$ cat config.mk
export PLATFORM = sky130hd
export DESIGN_NAME = uart_tx_fifo_flat
export DESIGN_NICKNAME = d
export VERILOG_FILES = /design/src/rtl/uart_pkg.sv /design/src/rtl/uart_tx_fifo_if.sv /design/src/rtl/uart_sync_fifo.sv /design/src/rtl/uart_tx_fifo.sv /design/src/flat_wrapper.sv
export SDC_FILE = /design/constraint.sdc
export NUM_CORES = 1
export LEC_CHECK = 0
export ABC_AREA = 0
export CORE_ASPECT_RATIO = 0.75
export CORE_MARGIN = 2
export CORE_UTILIZATION = 55
export DETAILED_ROUTE_END_ITERATION = 10
export GPL_ROUTABILITY_DRIVEN = 0
export GPL_TIMING_DRIVEN = 0
export PLACE_DENSITY = 0.74
export SLEW_MARGIN = 20
export SYNTH_ARGS = -nofsm -noshare
export SYNTH_HDL_FRONTEND = slang
export SYNTH_SLANG_ARGS = --single-unit
$ cat constraint.sdc
create_clock -name clk -period 4 [get_ports clk]
set_input_delay 0.6 -clock clk [delete_from_list [all_inputs] [get_ports clk]]
set_output_delay 0.6 -clock clk [all_outputs]
set_load 0.05 [all_outputs]
$ cat src/rtl/uart_pkg.sv
// Shared types and helpers for the UART transmit buffer.
// FSM encoding, timeout default and a width helper.
package uart_pkg;

  localparam logic [1:0] ST_IDLE      = 2'd0;
  localparam logic [1:0] ST_START     = 2'd1;
  localparam logic [1:0] ST_WAIT_BUSY = 2'd2;
  localparam logic [1:0] ST_WAIT_DONE = 2'd3;

  typedef enum logic [1:0] {
    S_IDLE      = ST_IDLE,
    S_START     = ST_START,
    S_WAIT_BUSY = ST_WAIT_BUSY,
    S_WAIT_DONE = ST_WAIT_DONE
  } tx_state_e;

  localparam int ACK_TO_DEF = 15;

  function automatic int clog2(input int v);
    int r;
    r = 0;
    for (int i = 0; i < 31; i++) begin
      if ((1 << i) < v) r = i + 1;
    end
    return r;
  endfunction

endpackage

$ cat src/rtl/uart_tx_fifo_if.sv
// Push-side and core-side signals of the UART transmit buffer.
// master drives pushes and core busy; slave is the buffer.
interface uart_tx_fifo_if
  import uart_pkg::*;
#(
  parameter int DEPTH = 16
) ();
  localparam int LW = clog2(DEPTH) + 1;

  logic          i_push;
  logic [7:0]    i_push_data;
  logic          o_full;
  logic          o_empty;
  logic [LW-1:0] o_level;
  logic          o_ovf;
  logic          o_str_tx;
  logic [7:0]    o_data_tx;
  logic          i_busy_tx;

  modport master (
    output i_push, i_push_data, i_busy_tx,
    input  o_full, o_empty, o_level, o_ovf,
    input  o_str_tx, o_data_tx
  );

  modport slave (
    input  i_push, i_push_data, i_busy_tx,
    output o_full, o_empty, o_level, o_ovf,
    output o_str_tx, o_data_tx
  );
endinterface

$ cat src/rtl/uart_sync_fifo.sv
// Generic DEPTH x 8 register-array FIFO.
// Flush wins over push/pop; full push without pop drops and flags.
module uart_sync_fifo
  import uart_pkg::*;
#(
  parameter int DEPTH = 16
) (
  input  logic                    clk,
  input  logic                    rst,
  input  logic                    flush_i,
  input  logic                    push_i,
  input  logic [7:0]              data_i,
  input  logic                    pop_i,
  output logic [7:0]              data_o,
  output logic                    full_o,
  output logic                    empty_o,
  output logic [clog2(DEPTH):0]   level_o,
  output logic                    ovf_o
);
  localparam int AW = clog2(DEPTH);
  localparam int LW = AW + 1;

  logic [7:0]    mem_q [DEPTH];
  logic [AW-1:0] wptr_q, wptr_d;
  logic [AW-1:0] rptr_q, rptr_d;
  logic [LW-1:0] level_q, level_d;
  logic          ovf_q, ovf_d;
  logic          full, empty;
  logic          push_ok, pop_ok;

  assign full    = (level_q == LW'(DEPTH));
  assign empty   = (level_q == '0);
  assign pop_ok  = pop_i & ~empty & ~flush_i;
  assign push_ok = push_i & (~full | pop_ok) & ~flush_i;

  // Next pointers, level and overflow pulse
  always_comb begin
    wptr_d  = wptr_q;
    rptr_d  = rptr_q;
    level_d = level_q;
    ovf_d   = push_i & full & ~pop_ok & ~flush_i;
    if (flush_i) begin
      wptr_d  = '0;
      rptr_d  = '0;
      level_d = '0;
    end else begin
      if (push_ok) wptr_d = wptr_q + AW'(1);
      if (pop_ok)  rptr_d = rptr_q + AW'(1);
      unique case ({push_ok, pop_ok})
        2'b10:   level_d = level_q + LW'(1);
        2'b01:   level_d = level_q - LW'(1);
        default: level_d = level_q;
      endcase
    end
  end

  // Pointer, level and overflow registers
  always_ff @(posedge clk) begin
    if (!rst) begin
      wptr_q  <= '0;
      rptr_q  <= '0;
      level_q <= '0;
      ovf_q   <= 1'b0;
    end else begin
      wptr_q  <= wptr_d;
      rptr_q  <= rptr_d;
      level_q <= level_d;
      ovf_q   <= ovf_d;
    end
  end

  // Storage array; contents need no reset
  always_ff @(posedge clk) begin
    if (push_ok) mem_q[wptr_q] <= data_i;
  end

  assign data_o  = mem_q[rptr_q];
  assign full_o  = full;
  assign empty_o = empty;
  assign level_o = level_q;
  assign ovf_o   = ovf_q;
endmodule

$ cat src/rtl/uart_tx_fifo.sv
// UART transmit buffer and start sequencer.
// Drains queued bytes into the core, paced on its busy flag.
module uart_tx_fifo
  import uart_pkg::*;
#(
  parameter int DEPTH  = 16,
  parameter int ACK_TO = ACK_TO_DEF
) (
  input  logic           clk,
  input  logic           rst,
  input  logic           i_en,
  input  logic           i_flush,
  output logic           o_idle,
  uart_tx_fifo_if.slave  bus
);
  tx_state_e  state_q, state_d;
  logic [7:0] cnt_q, cnt_d;
  logic [7:0] data_q, data_d;
  logic       str_q, str_d;
  logic       pop;
  logic [7:0] head;
  logic       empty;

  uart_sync_fifo #(.DEPTH(DEPTH)) u_fifo (
    .clk     (clk),
    .rst     (rst),
    .flush_i (i_flush),
    .push_i  (bus.i_push),
    .data_i  (bus.i_push_data),
    .pop_i   (pop),
    .data_o  (head),
    .full_o  (bus.o_full),
    .empty_o (empty),
    .level_o (bus.o_level),
    .ovf_o   (bus.o_ovf)
  );

  // Sequencer next state; a flush cycle never starts a new byte
  always_comb begin
    state_d = state_q;
    cnt_d   = cnt_q;
    data_d  = data_q;
    str_d   = 1'b0;
    pop     = 1'b0;
    unique case (state_q)
      S_IDLE: begin
        if (i_en & ~empty & ~bus.i_busy_tx & ~i_flush) begin
          pop     = 1'b1;
          data_d  = head;
          state_d = S_START;
        end
      end
      S_START: begin
        str_d   = 1'b1;
        cnt_d   = '0;
        state_d = S_WAIT_BUSY;
      end
      S_WAIT_BUSY: begin
        if (bus.i_busy_tx) begin
          state_d = S_WAIT_DONE;
        end else if (cnt_q == 8'(ACK_TO)) begin
          state_d = S_START;
        end else begin
          cnt_d = cnt_q + 8'd1;
        end
      end
      S_WAIT_DONE: begin
        if (!bus.i_busy_tx) state_d = S_IDLE;
      end
    endcase
  end

  // Sequencer state, timeout counter and registered core outputs
  always_ff @(posedge clk) begin
    if (!rst) begin
      state_q <= S_IDLE;
      cnt_q   <= '0;
      data_q  <= '0;
      str_q   <= 1'b0;
    end else begin
      state_q <= state_d;
      cnt_q   <= cnt_d;
      data_q  <= data_d;
      str_q   <= str_d;
    end
  end

  assign bus.o_str_tx  = str_q;
  assign bus.o_data_tx = data_q;
  assign bus.o_empty   = empty;
  assign o_idle        = empty & (state_q == S_IDLE);
endmodule

$ cat src/flat_wrapper.sv
// flat-port wrapper written by rule: the top's interface ports become plain ports
module uart_tx_fifo_flat import uart_pkg::*;
#(
  parameter int DEPTH  = 16,
  parameter int ACK_TO = ACK_TO_DEF
)
  (clk, rst, i_en, i_flush, o_idle, bus_i_push, bus_i_push_data, bus_i_busy_tx, bus_o_full, bus_o_empty, bus_o_level, bus_o_ovf, bus_o_str_tx, bus_o_data_tx);
  uart_tx_fifo_if #(.DEPTH(DEPTH)) bus_i ();
  input  logic clk;
  input  logic rst;
  input  logic i_en;
  input  logic i_flush;
  output logic o_idle;
  input wire logic [$bits(bus_i.i_push)-1:0] bus_i_push;
  input wire logic [$bits(bus_i.i_push_data)-1:0] bus_i_push_data;
  input wire logic [$bits(bus_i.i_busy_tx)-1:0] bus_i_busy_tx;
  output wire logic [$bits(bus_i.o_full)-1:0] bus_o_full;
  output wire logic [$bits(bus_i.o_empty)-1:0] bus_o_empty;
  output wire logic [$bits(bus_i.o_level)-1:0] bus_o_level;
  output wire logic [$bits(bus_i.o_ovf)-1:0] bus_o_ovf;
  output wire logic [$bits(bus_i.o_str_tx)-1:0] bus_o_str_tx;
  output wire logic [$bits(bus_i.o_data_tx)-1:0] bus_o_data_tx;
  assign bus_i.i_push = bus_i_push;
  assign bus_i.i_push_data = bus_i_push_data;
  assign bus_i.i_busy_tx = bus_i_busy_tx;
  assign bus_o_full = bus_i.o_full;
  assign bus_o_empty = bus_i.o_empty;
  assign bus_o_level = bus_i.o_level;
  assign bus_o_ovf = bus_i.o_ovf;
  assign bus_o_str_tx = bus_i.o_str_tx;
  assign bus_o_data_tx = bus_i.o_data_tx;
  uart_tx_fifo #(.DEPTH(DEPTH), .ACK_TO(ACK_TO)) u_core (.clk(clk), .rst(rst), .i_en(i_en), .i_flush(i_flush), .o_idle(o_idle), .bus(bus_i));
endmodule
Signal wires on met3:
Cells faint in the background.
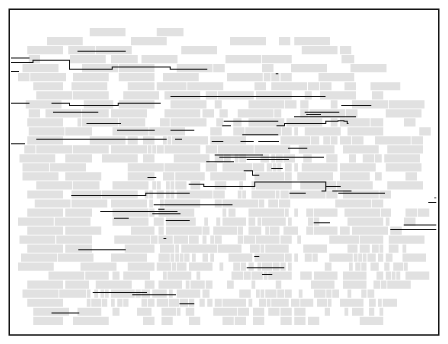
main direction = horizontal
nets with wire on the layer = 41
longest straight run = 46.5 um
wire length on this layer = 726 um
via count: 3,779
met3 usage: 5.479%
final wirelength: 13.61 mm

Clock wires, drivers and flops:
Bar = 50 um.
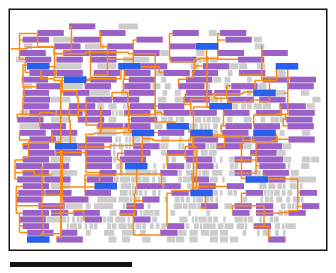
purple -> flip-flops  # count 161
blue -> clock drivers  # count 17
orange -> clock wires  # length 1,840 um
routed clock nets = 18
flops lie = spread over the die
clock power share: 48.9%
Clk power: 1.83 mW
clk_skew: 0.01171 ns
Clk Latency, worst-skew pair: 0.44 ns

-- worst max-delay path, stage by stage --
cell and delay, ns:
clkdlybuf4s50_1 0.47, or3b_4 0.42, a2111oi_2 0.42, buf_2 0.32, ha_1 0.31, inv_1 0.12, fa_1 0.40, nor2b_1 0.16
o21ai_0 0.13, nor4b_1 0.18, or3_1 0.32, a21oi_1 0.12
-- power by group through the flow --
stage                     logic (mW)  clock network (mW)  registers [mW]
after floorplan               0.0350                   0            1.86
after global placement        0.0884                   0            1.85
after detailed placement      0.0912                   0            1.85
after CTS                     0.0918                1.86            1.82
after global routing          0.0994                1.92            1.82
final                         0.0920                1.83            1.82
==> deck_impl_summary.md <==
Key Metrics from the Run

Timing
  • Setup tns final: 0 ns
  • Slew margin rel.: 43.88%
  • Final WS setup: 0.4032 ns

Final layout
  • Antenna Diode Count: 0
  • Logic area: 1837 sq um

Worst setup path
  • Reg2reg start: u_core.u_fifo.level_o[0]
  • Critical path endpoint: u_core.u_fifo.level_o[4]
  • Crit path launch type: input pin
  • Critical path endpoint category: register

Status
  • Outcome: complete, no violations

Routing
  • DR iter-0 viols: 390
  • Detail Route Antenna Nets: 0

Pwr
  • Design internal power: 2.972 mW

Global route
  • Met1 usage: 34.51%

Synth
  • Mapped Nets: 450
  • MUX share of area: 10.86%
  • Syn avg cell area: 15.18 sq um
  • Chip area in the Yosys report: 6451 sq um
  • # Cells Yosys: 425

Clock tree
  • CTS Root Buffer Type: clkbuf_16

Place
  • Pre-CTS setup slack: -0.00001599 ns
Power figures rest on the tool's default switching activity, not on a simulated workload.
